`src/rtl/flag_writer.sv`:
```
// NZCV condition-flag producer with a one-deep shadow for exception entry/return.
// Optional FLAG_FORWARD_EN macro exposes the next Flags value combinationally on FlagsFwd.
module flag_writer #(
  parameter int         WIDTH      = 32,
  parameter logic [3:0] RESET_NZCV = 4'h0
) (
  input  logic             CLK,
  input  logic             RESETn,
  input  logic             Valid,
  input  logic             CondEx,
  input  logic [1:0]       FlagWrite,
  input  logic [WIDTH-1:0] ALUResult,
  input  logic             ALUCarry,
  input  logic             ALUOverflow,
  input  logic             SaveReq,
  input  logic             RestoreReq,
  output logic [3:0]       Flags,
  output logic [3:0]       SavedFlags,
  output logic             ShadowFull,
  output logic             SeqErr,
  output logic [3:0]       FlagsFwd
);

  typedef enum logic [0:0] {
    IDLE  = 1'b0,
    SAVED = 1'b1
  } shadow_state_t;

  shadow_state_t state_r;
  shadow_state_t state_next_s;

  logic [3:0] flags_r;
  logic [3:0] saved_flags_r;
  logic       shadow_full_r;
  logic       seq_err_r;

  logic       we_s;
  logic       n_s;
  logic       z_s;
  logic [3:0] write_flags_s;
  logic [3:0] flags_next_s;
  logic [3:0] saved_next_s;
  logic       save_s;
  logic       restore_s;
  logic       seq_err_s;

  assign we_s = Valid & CondEx;
  assign n_s  = ALUResult[WIDTH-1];
  assign z_s  = (ALUResult == {WIDTH{1'b0}});

  // Merge the selected ALU-derived flag pairs over the current flags
  always_comb begin
    write_flags_s = flags_r;
    if (we_s && FlagWrite[1]) begin
      write_flags_s[3:2] = {n_s, z_s};
    end else begin
      write_flags_s[3:2] = flags_r[3:2];
    end
    if (we_s && FlagWrite[0]) begin
      write_flags_s[1:0] = {ALUCarry, ALUOverflow};
    end else begin
      write_flags_s[1:0] = flags_r[1:0];
    end
  end

  // Shadow sequencing: legal save/restore decode, error detection, next state
  always_comb begin
    save_s       = 1'b0;
    restore_s    = 1'b0;
    seq_err_s    = 1'b0;
    state_next_s = state_r;
    if (SaveReq && RestoreReq) begin
      seq_err_s = 1'b1;
    end else begin
      case (state_r)
        IDLE: begin
          if (SaveReq) begin
            save_s       = 1'b1;
            state_next_s = SAVED;
          end else if (RestoreReq) begin
            seq_err_s = 1'b1;
          end else begin
            state_next_s = IDLE;
          end
        end
        SAVED: begin
          if (RestoreReq) begin
            restore_s    = 1'b1;
            state_next_s = IDLE;
          end else if (SaveReq) begin
            // nested save keeps the original shadow copy
            seq_err_s = 1'b1;
          end else begin
            state_next_s = SAVED;
          end
        end
        default: begin
          state_next_s = IDLE;
        end
      endcase
    end
  end

  // A legal restore wins over any flag write in the same cycle
  always_comb begin
    flags_next_s = write_flags_s;
    saved_next_s = saved_flags_r;
    if (restore_s) begin
      flags_next_s = saved_flags_r;
    end else begin
      flags_next_s = write_flags_s;
    end
    if (save_s) begin
      saved_next_s = flags_r;
    end else begin
      saved_next_s = saved_flags_r;
    end
  end

  // Architectural flag, shadow and status registers
  always_ff @(posedge CLK or negedge RESETn) begin
    if (!RESETn) begin
      state_r       <= IDLE;
      flags_r       <= RESET_NZCV;
      saved_flags_r <= RESET_NZCV;
      shadow_full_r <= 1'b0;
      seq_err_r     <= 1'b0;
    end else begin
      state_r       <= state_next_s;
      flags_r       <= flags_next_s;
      saved_flags_r <= saved_next_s;
      shadow_full_r <= (state_next_s == SAVED);
      seq_err_r     <= seq_err_s;
    end
  end

  assign Flags      = flags_r;
  assign SavedFlags = saved_flags_r;
  assign ShadowFull = shadow_full_r;
  assign SeqErr     = seq_err_r;

`ifdef FLAG_FORWARD_EN
  assign FlagsFwd = flags_next_s;
`else
  assign FlagsFwd = flags_r;
`endif

endmodule

```
`config.mk`:
```
export PLATFORM = sky130hd
export DESIGN_NAME = flag_writer
export DESIGN_NICKNAME = d
export VERILOG_FILES = /design/src/rtl/flag_writer.sv
export SDC_FILE = /design/constraint.sdc
export NUM_CORES = 1
export LEC_CHECK = 0
export CAP_MARGIN = 10
export CORE_MARGIN = 2
export CORE_UTILIZATION = 29
export CTS_BUF_LIST = sky130_fd_sc_hd__clkbuf_2 sky130_fd_sc_hd__clkbuf_4 sky130_fd_sc_hd__clkbuf_8
export CTS_CLUSTER_DIAMETER = 40
export DETAILED_ROUTE_END_ITERATION = 8
export GPL_TIMING_DRIVEN = 1
export PLACE_DENSITY_LB_ADDON = 0.05
export SYNTH_ARGS = -nofsm -noshare
export SYNTH_HDL_FRONTEND = slang
export SYNTH_SLANG_ARGS = --single-unit
export TNS_END_PERCENT = 100
```
`constraint.sdc`:
```
create_clock -name CLK -period 1.61 [get_ports CLK]
set_input_delay 0.2415 -clock CLK [delete_from_list [all_inputs] [get_ports CLK]]
set_output_delay 0.2415 -clock CLK [all_outputs]
set_load 0.02 [all_outputs]
```
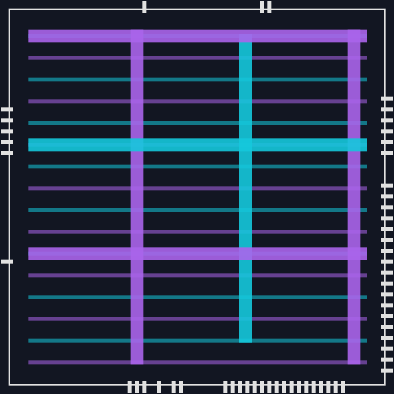
**Above:** run 1 (floorplan with the power grid).
Drawn at 8 px/um. Pins as bars on the die edge.
color	net
purple	VSS
cyan	VDD
met5 straps	3
met4 straps	3
met1 rails	16
signal pins	56

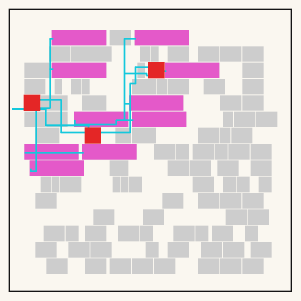
**Above:** run 1 (clock wires, drivers and flops).
Drawn at 6 px/um.
[cyan] clock wires | length: 125 um
[magenta] flip-flops | count: 10
[red] clock drivers | count: 3
routed clock nets	4
worst clock skew: 0.000650 ns
proportion of power drawn by the clock network: 15.9%
Clock Power: 0.161 mW
clock latency reported for the late side of the worst-skew pair: 0.26 ns

==> run notes, run 1 <==
The flow completed. The script extracted a total leakage power of roughly 0.46 nW. The worst setup path is captured at an output pin. After the first detailed-routing iteration, the DRC count stood at 1.

Post-synthesis share of cell area spent on and-or and or-and gates landed at 5.42%. Routed wire length landed at 1.82 mm. The synthesis report lists the most area-consuming cells as sky130_fd_sc_hd__dfrtp_1 (47%), sky130_fd_sc_hd__nor4_1 (11%), sky130_fd_sc_hd__mux2_2 (8.5%).

The number of antenna diodes in the final layout is 0. The Yosys step of the flow raised 0 warnings. In the synthesized netlist, the dominant kind of combinational cell is simple AND/OR/NAND/NOR gates. Synthesized-area fraction occupied by and/or/nand/nor cells landed at about 25%. Number of cells after detailed placement landed at 126. A synthesized cell averages 10.8 um2.

Total clock sinks landed at 10. After detailed routing, the met3 layer carries ~190 um of wire. Entering global routing, the biggest net connects 11 pins. The flow reports that sequential cells draw between 30% and 40% of the design power. Non-clock buffering takes up about half of total cell area after layout. The biggest slice of the area belongs to buffers. Setup repair after global routing left no endpoint under its margin. For reference, the most critical setup path is categorized as reg -> out. Total track usage landed at roughly 18%.

Count of inserted tapcells landed at 25. Combinational gate count landed at 34. Setup total negative slack on the finished layout was measured at 0 ns. The run finished with clean final reports. Standard cell core area landed at around 0.0017 mm2. Total die size landed at 0.00219 mm2. In this run, distinct cell masters in the synthesized netlist total 15.

Summed over all instances, the cell type with the most area after synthesis is sky130_fd_sc_hd__dfrtp_1. Checking hold timing, the worst path is listed with class in -> async. Along the critical path, the tally of buffer and inverter instances is 1.

Sequential cell area share landed at around 22%. In this run the deepest clock path goes through 2 buffers. The top cell types in the final layout, fill and taps aside, are sky130_fd_sc_hd__clkdlybuf4s50_1 (54), sky130_fd_sc_hd__dfrtp_1 (10), sky130_fd_sc_hd__nor4_1 (9), sky130_fd_sc_hd__nand2_1 (5).
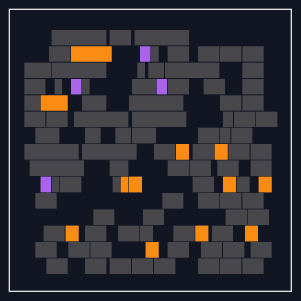
**Above:** run 1 (selected gate families).
Drawn at 6 px/um.
color	family	cells	most used
purple	inverting AOI/OAI gates	4	o21ai_0
orange	NOR gates	12	nor4_1

==> run 2: changes to the inputs <==
--- a/config.mk
+++ b/config.mk
@@ -11,6 +11,7 @@
 export CTS_BUF_LIST = sky130_fd_sc_hd__clkbuf_2 sky130_fd_sc_hd__clkbuf_4 sky130_fd_sc_hd__clkbuf_8
 export CTS_CLUSTER_DIAMETER = 40
 export DETAILED_ROUTE_END_ITERATION = 8
+export GPL_ROUTABILITY_DRIVEN = 0
 export GPL_TIMING_DRIVEN = 1
 export PLACE_DENSITY_LB_ADDON = 0.05
 export SYNTH_ARGS = -nofsm -noshare
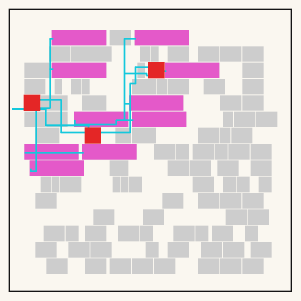
**Above:** run 2 (clock wires, drivers and flops).
Drawn at 6 px/um.

==> run notes, run 2 <==
The flow completed. Sequential cell fraction of total power landed at 36.7% (about the same). Looking at the area split, the leading class of cells is buffers. The pin count of the biggest net entering global routing is 11 (unchanged). Per the synth stats, the proportion of register bits with asynchronous set or reset is 100%. The routed wire length was 1.82 mm (unchanged).

Number of diodes added for antenna fixing landed at 0 (unchanged). Total met3 wirelength after detailed routing landed at 186 um (unchanged). The flow ran to the end, and the final reports show no timing, DRC or antenna violations.

Setup repair after global routing left no endpoint under its margin. The standard cell core area is 0.00173 mm2 (unchanged). DRC marker count from the first detailed-route iteration landed at 1 (unchanged). Number of cells after detailed placement landed at 126 (unchanged). Total track usage landed at 17.6% (unchanged). Combinational gate count landed at 34 (unchanged).

The biggest area contributor in the post-synthesis netlist is sky130_fd_sc_hd__dfrtp_1. The power dissipated in the clock network is 0.161 mW (about the same). Total die size landed at 0.00219 mm2 (unchanged). Number of different library cells in the post-synthesis netlist landed at 15 (unchanged).

Grouping non-sequential cells by family puts the most area in simple AND/OR/NAND/NOR gates. Clock share of power landed at 15.9% (about the same). Number of warnings printed during yosys synthesis landed at 0 (unchanged).

The post-synthesis share of cell area spent on and-or and or-and gates is 5.42% (unchanged). The worst setup path is captured at an output pin. The buffer share of cell area came to 50.3% (unchanged). The setup path with the least slack is of type reg -> out. The count of inserted tapcells was 25 (unchanged). Clock skew after layout landed at 0.000650 ns (unchanged).

In the post-synthesis netlist, the biggest area contributors are sky130_fd_sc_hd__dfrtp_1 (47%), sky130_fd_sc_hd__nor4_1 (11%), sky130_fd_sc_hd__mux2_2 (8.5%). Number of buffers on the longest clock path landed at 2 (unchanged). The average footprint of a synthesized cell is 10.8 um2 (unchanged).

Sequential cell area share landed at 22.4% (unchanged).
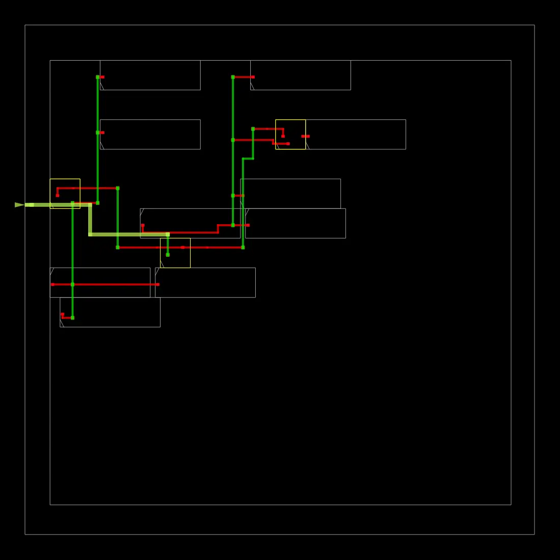
**Above:** run 2 (clock wiring as the flow saved it).
TritonCTS buffer count: 3
clock tree buffer count of the final layout: 3
CTS sink cnt: 10

==> run 3: changes to the inputs <==
--- a/config.mk
+++ b/config.mk
@@ -14,6 +14,7 @@
 export GPL_ROUTABILITY_DRIVEN = 0
 export GPL_TIMING_DRIVEN = 1
 export PLACE_DENSITY_LB_ADDON = 0.05
+export SLEW_MARGIN = 25
 export SYNTH_ARGS = -nofsm -noshare
 export SYNTH_HDL_FRONTEND = slang
 export SYNTH_SLANG_ARGS = --single-unit
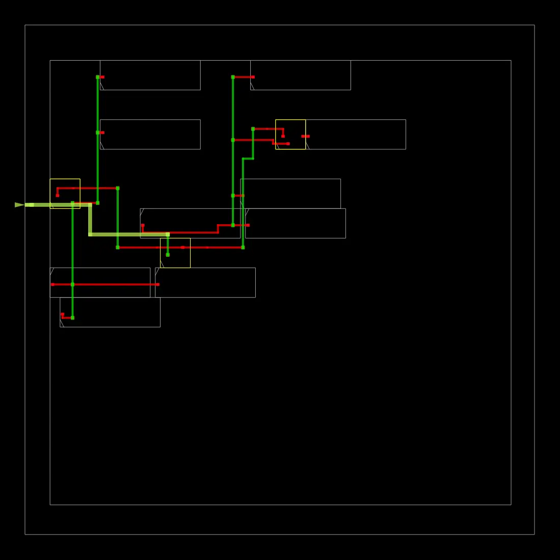
**Above:** run 3 (clock wiring as the flow saved it).
flip-flop and latch count: 10

==> run notes, run 3 <==
The flow completed. Looking at the setup timing report, the critical path kind is reg -> out. Total met3 wirelength after detailed routing landed at 186 um (unchanged). The average footprint of a synthesized cell came to 10.8 um2 (unchanged). Yosys attributes the largest share of cell area to sky130_fd_sc_hd__dfrtp_1 (47%), sky130_fd_sc_hd__nor4_1 (11%), sky130_fd_sc_hd__mux2_2 (8.5%).

The flow ran to the end, and the final reports show no timing, DRC or antenna violations. The worst setup path is captured at an output pin. Fraction of power spent switching nets landed at between 30% and 40%.

Standard cell core area landed at 0.00173 mm2 (unchanged). Clock share of power landed at 15.9% (about the same). Total die size landed at 0.00219 mm2 (unchanged). The sequential cell fraction of total power is 36.7% (about the same). In the synthesized netlist, the dominant kind of combinational cell is simple AND/OR/NAND/NOR gates. The number of buffers inserted during clock tree synthesis was 3 (unchanged). Total clock sinks landed at 10 (unchanged). Pin count of the biggest net entering global routing landed at 11 (unchanged). Summed over all instances, the cell type with the most area after synthesis is sky130_fd_sc_hd__dfrtp_1. Proportion of register bits with asynchronous set or reset after synthesis landed at 100% (unchanged). The total track usage was 17.6% (unchanged). Number of diodes added for antenna fixing landed at 0 (unchanged). Combinational gate power landed at 0.481 mW.

Clock skew after layout landed at 0.000650 ns (unchanged). The buffer share of cell area is 50.3% (unchanged). The combinational gate count came to 34 (unchanged). Sequential cell area share landed at 22.4% (unchanged). Number of different library cells in the post-synthesis netlist landed at 15 (unchanged). The DRC marker count from the first detailed-route iteration is 1 (unchanged). Setup repair after global routing left no endpoint under its margin. The number of warnings printed during yosys synthesis is 0 (unchanged).
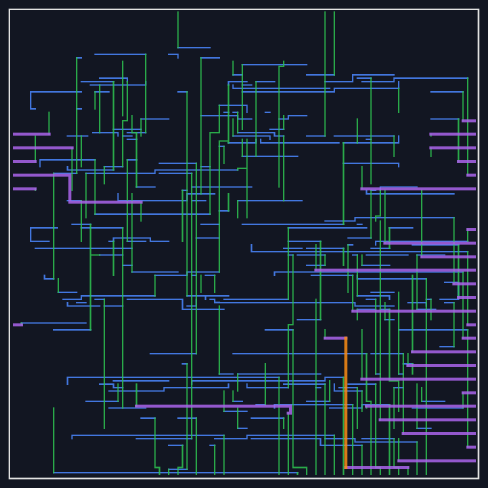
**Above:** run 3 (routed metal, one color a layer).
Drawn at 10 px/um.
color	layer	wire length
purple	metal 3	187 um
orange	metal 4	12.9 um
green	metal 2	823 um
blue	metal 1	796 um
average wire length per cell after detail routing: 14.1 um
Total Wirelength: 1.82 mm
vias: 587

No activity file was given, so power comes from the tool's default toggle rates.
